**src/rtl/alu_hilo_seq.sv**
```systemverilog
// alu_hilo_seq: HI/LO mult/div sequencer (iterative, 1 bit/cycle), owns hi/lo.
// Ports: clock, reset(async low), flush, req_* handshake, rsp_*, busy, div_zero, hi, lo.
// Optional divider datapath: define ALU_HILO_SEQ_DIV_EN.
module alu_hilo_seq #(
  parameter int DATA_W = 32,
  parameter int CNT_W  = $clog2(DATA_W) + 1
) (
  input  logic              clock,
  input  logic              reset,
  input  logic              flush,
  input  logic              req_valid,
  output logic              req_ready,
  input  logic [2:0]        req_op,
  input  logic [DATA_W-1:0] req_data1,
  input  logic [DATA_W-1:0] req_data2,
  output logic              rsp_valid,
  output logic [DATA_W-1:0] rsp_data,
  output logic              busy,
  output logic              div_zero,
  output logic [DATA_W-1:0] hi,
  output logic [DATA_W-1:0] lo
);

  typedef enum logic [1:0] {
    IDLE = 2'd0,
    RUN  = 2'd1,
    FIX  = 2'd2
  } state_t;

  state_t             state;
  logic               rdy;
  logic [CNT_W-1:0]   cnt;
  logic [DATA_W-1:0]  ph;
  logic [DATA_W-1:0]  pl;
  logic [DATA_W-1:0]  mc;
  logic               neg_q;
`ifdef ALU_HILO_SEQ_DIV_EN
  logic               neg_r;
  logic               is_div;
  logic [DATA_W:0]    trial;
`endif

  logic               accept;
  logic               sgn;
  logic               a_neg;
  logic               b_neg;
  logic [DATA_W-1:0]  mag1;
  logic [DATA_W-1:0]  mag2;
  logic               op_mul;
  logic               op_div;
  logic               op_mth;
  logic               op_mtl;
  logic               op_mfh;
  logic               op_mfl;

  logic [DATA_W:0]    add_s;
  logic [2*DATA_W-1:0] run_nxt;
  logic [2*DATA_W-1:0] prod;
  logic [2*DATA_W-1:0] prod_f;
  logic [DATA_W-1:0]  fix_hi;
  logic [DATA_W-1:0]  fix_lo;

  // rdy holds ready low until the first edge after reset release
  assign req_ready = rdy && (state == IDLE);
  assign busy      = (state != IDLE);
  // flush on an accept edge drops the request
  assign accept    = req_valid && req_ready && !flush;

  assign op_mul = (req_op[2:1] == 2'd0);
  assign op_div = (req_op[2:1] == 2'd1);
  assign op_mth = (req_op == 3'd4);
  assign op_mtl = (req_op == 3'd5);
  assign op_mfh = (req_op == 3'd6);
  assign op_mfl = (req_op == 3'd7);

  // even opcodes among mult/div are the signed forms
  assign sgn   = ~req_op[0];
  assign a_neg = sgn & req_data1[DATA_W-1];
  assign b_neg = sgn & req_data2[DATA_W-1];
  assign mag1  = a_neg ? (~req_data1 + 1'b1) : req_data1;
  assign mag2  = b_neg ? (~req_data2 + 1'b1) : req_data2;

  always_comb begin
    add_s   = {1'b0, ph} + {1'b0, mc};
    // shift-add: {ph,pl} is the partial product, pl drains the multiplier
    run_nxt = pl[0] ? {add_s, pl[DATA_W-1:1]}
                    : {1'b0, ph, pl[DATA_W-1:1]};
    prod    = {ph, pl};
    prod_f  = neg_q ? (~prod + 1'b1) : prod;
    fix_hi  = prod_f[2*DATA_W-1:DATA_W];
    fix_lo  = prod_f[DATA_W-1:0];
`ifdef ALU_HILO_SEQ_DIV_EN
    // restoring divide: ph is the remainder, pl shifts dividend out / quotient in
    trial = {ph, pl[DATA_W-1]} - {1'b0, mc};
    if (is_div) begin
      run_nxt = trial[DATA_W] ? {ph[DATA_W-2:0], pl, 1'b0}
                              : {trial[DATA_W-1:0], pl[DATA_W-2:0], 1'b1};
      fix_lo  = neg_q ? (~pl + 1'b1) : pl;
      fix_hi  = neg_r ? (~ph + 1'b1) : ph;
    end
`endif
  end

  always_ff @(posedge clock or negedge reset) begin
    if (!reset) begin
      state     <= IDLE;
      rdy       <= 1'b0;
      cnt       <= '0;
      ph        <= '0;
      pl        <= '0;
      mc        <= '0;
      neg_q     <= 1'b0;
`ifdef ALU_HILO_SEQ_DIV_EN
      neg_r     <= 1'b0;
      is_div    <= 1'b0;
`endif
      hi        <= '0;
      lo        <= '0;
      rsp_data  <= '0;
      rsp_valid <= 1'b0;
      div_zero  <= 1'b0;
    end else begin
      rdy       <= 1'b1;
      rsp_valid <= 1'b0;
      div_zero  <= 1'b0;
      unique case (state)
        IDLE: begin
          if (accept) begin
            unique case (1'b1)
              op_mul: begin
                state  <= RUN;
                cnt    <= CNT_W'(DATA_W);
                ph     <= '0;
                pl     <= mag2;
                mc     <= mag1;
                neg_q  <= a_neg ^ b_neg;
`ifdef ALU_HILO_SEQ_DIV_EN
                is_div <= 1'b0;
`endif
              end
              op_div: begin
`ifdef ALU_HILO_SEQ_DIV_EN
                if (req_data2 == '0) begin
                  div_zero <= 1'b1;
                end else begin
                  state  <= RUN;
                  cnt    <= CNT_W'(DATA_W);
                  ph     <= '0;
                  pl     <= mag1;
                  mc     <= mag2;
                  neg_q  <= a_neg ^ b_neg;
                  neg_r  <= a_neg;
                  is_div <= 1'b1;
                end
`else
                // no divider: flag as unsupported
                div_zero <= 1'b1;
`endif
              end
              op_mth: hi <= req_data1;
              op_mtl: lo <= req_data1;
              op_mfh: begin
                rsp_valid <= 1'b1;
                rsp_data  <= hi;
              end
              op_mfl: begin
                rsp_valid <= 1'b1;
                rsp_data  <= lo;
              end
            endcase
          end
        end
        RUN: begin
          if (flush) begin
            state <= IDLE;
          end else begin
            {ph, pl} <= run_nxt;
            cnt      <= cnt - 1'b1;
            if (cnt == CNT_W'(1)) state <= FIX;
          end
        end
        FIX: begin
          if (!flush) begin
            hi <= fix_hi;
            lo <= fix_lo;
          end
          state <= IDLE;
        end
        default: state <= IDLE;
      endcase
    end
  end

endmodule
```
**config.mk**
```make
export PLATFORM = sky130hd
export DESIGN_NAME = alu_hilo_seq
export DESIGN_NICKNAME = d
export VERILOG_FILES = /design/src/rtl/alu_hilo_seq.sv
export SDC_FILE = /design/constraint.sdc
export NUM_CORES = 1
export LEC_CHECK = 0
export CAP_MARGIN = 30
export CORE_UTILIZATION = 35
export DETAILED_ROUTE_END_ITERATION = 6
export MAX_ROUTING_LAYER = met4
export PLACE_DENSITY = 0.53
export SYNTH_ARGS = -nofsm -noshare
export SYNTH_HDL_FRONTEND = slang
export SYNTH_SLANG_ARGS = --single-unit
```
**constraint.sdc**
```tcl
create_clock -name clock -period 2.6 [get_ports clock]
set_input_delay 0.26 -clock clock [delete_from_list [all_inputs] [get_ports clock]]
set_output_delay 0.26 -clock clock [all_outputs]
set_load 0.05 [all_outputs]
```
### Gate families picked out

(2 px per µm)
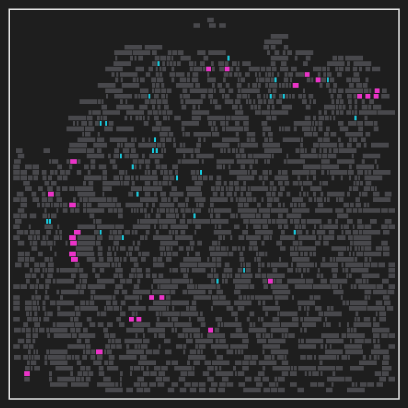
Key: inv cells = cyan [cells 26]; non-inverting ao/oa cells = magenta [cells 25, where widely spread]
Finished Layout Cells: 2,326
combinational share of cell area: 43.4%
most used logic cell in the final layout: sky130_fd_sc_hd__buf_4

==> reports/results.tsv <==
stage	metric	value	unit
run_status	status	finished, violations left	
run_status	failing checks	negative setup slack	
setup_path	buffering stage count on the worst path with inverters included	1	
die	floorplan utilization	35.9	%
power_and_ir_drop	standby leakage power	7.90	nW
yosys	most area-consuming cells after synthesis	sky130_fd_sc_hd__dfrtp_1, sky130_fd_sc_hd__o21ai_0, sky130_fd_sc_hd__a21oi_1	
timing	Highest Clock Rate	0.374	GHz
yosys	Post-synth ARST share	100	%
global_route	via count of the first global-routing pass	12325	
setup_path	endpoint of the worst-slack reg-to-reg timing path	hi[31]$_DFFE_PN0P_	
setup_path	kind of capture point of the worst setup path	register	
timing	setup violators final	5	
timing	Final Worst Setup Slack	-0.0738	ns
setup_path	reg-to-reg startpoint	pl[31]$_DFFE_PN0P_	
global_route	grt ovf	0	
drt	ratio of routed vias to standard cells	5.44	
timing	hold violation count in the final report	0	
setup_path	Worst Setup Path Type	reg2reg	
yosys	Synth top cells by count	sky130_fd_sc_hd__dfrtp_1, sky130_fd_sc_hd__o21ai_0, sky130_fd_sc_hd__nand2_1	
power_and_ir_drop	power per standard cell area	885	nW/µm²
power_and_ir_drop	overall power	16.0	mW
timing	worst rel slew slack	49.9	%
drt	DRT Pass-1 Iters	5	
yosys	number of warnings reported in the yosys synthesis log	0	
global_route	initial antenna violation count	0	
placement	number of buffers added on ports	170	
placement	placer congestion estimate	0.888	
timing	min cycle time layout	2.67	ns
global_route	All-Layer GR Usage	25.0	%
yosys	post-synth cell types	61	
final_layout	core occupancy in the finished layout	50.4	%
timing	share of the clock period used by the worst path	103	%
yosys	cell with the most instances after synthesis	sky130_fd_sc_hd__dfrtp_1	
yosys	basic-gate share of the synthesized area counting and, or, nand and nor cells	16.3	%
timing	Slew Viols, Final	0	
timing	worst hold slack	0.245	ns
yosys	main kind of combinational logic by area	AND-OR/OR-AND gates	
final_layout	Total Nets Final	1954	
yosys	Compound-Gate Fraction of Synth Area	22.6	%
placement	Cell Count Post-Placement	2272	
### Signal wires on met2

(1.5 px per µm) Cells faint in the background.
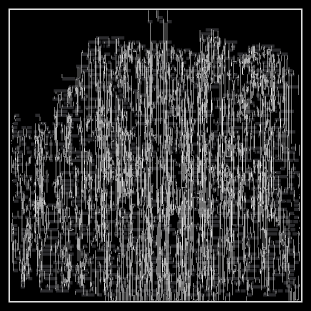
The longest straight run is 86.4 µm. The layer carries 22.6 mm of wire. The wires run mostly vertical. The layer holds 49% of the routed length. 1,622 nets have wire on it.
met2 capacity usage during global routing: 41.6%
total number of vias: 12,643

-- placed cells by master, fill, tap and decap left out, types with 16 or more instances in the layout --
master,instances
sky130_fd_sc_hd__nor2_1,141
sky130_fd_sc_hd__clkbuf_16,27
sky130_fd_sc_hd__mux2i_1,47
sky130_fd_sc_hd__o31ai_1,20
sky130_fd_sc_hd__ha_1,34
sky130_fd_sc_hd__inv_1,26
sky130_fd_sc_hd__clkdlybuf4s50_1,169
sky130_fd_sc_hd__o21ai_0,151
sky130_fd_sc_hd__nand3_1,23
sky130_fd_sc_hd__a22oi_1,39
sky130_fd_sc_hd__xnor2_1,70
sky130_fd_sc_hd__dfrtp_1,203
sky130_fd_sc_hd__buf_4,225
sky130_fd_sc_hd__xor2_1,73
sky130_fd_sc_hd__nand2_1,148
sky130_fd_sc_hd__o21ai_1,16
sky130_fd_sc_hd__nor3_1,20
sky130_fd_sc_hd__a21oi_1,136
-- power breakdown --
group	switching, mW	internal (mW)	leakage [nW]
logic	4.61	3.18	4.89
registers	0.702	3.99	2.59
clock network	1.46	2.09	0.418
total	6.77	9.26	7.90
-- timing repair --
item | in CTS | in global routing
hold endpoints to repair | 48 | 0
hold buffers | 1 | 0
setup endpoints to repair | 27 | 45
setup buffers | 4 | 3
cloned | 0 | 0
pin swaps | 13 | 28
resized | 25 | 71
-- layer usage --
metal	global-route usage (%)	part of all wire [%]	vias up
met5	-	0	-
li1	-	-	6075
met3	2.33	4.2	102
met4	9.11	4.0	0
met2	41.6	49	390
met1	31.7	43	6076
-- final cells by class --
cell class,instances,area (µm²)
Tap cell,461,577
Multi-Input combinational cell,1178,7850
Sequential cell,204,5110
Timing Repair Buffer,409,3630
Fill cell,3383,17800
Clock inverter,8,46.3
Clock buffer,40,795
Inverter,26,97.6
Power figures rest on the tool's default switching activity, not on a simulated workload.
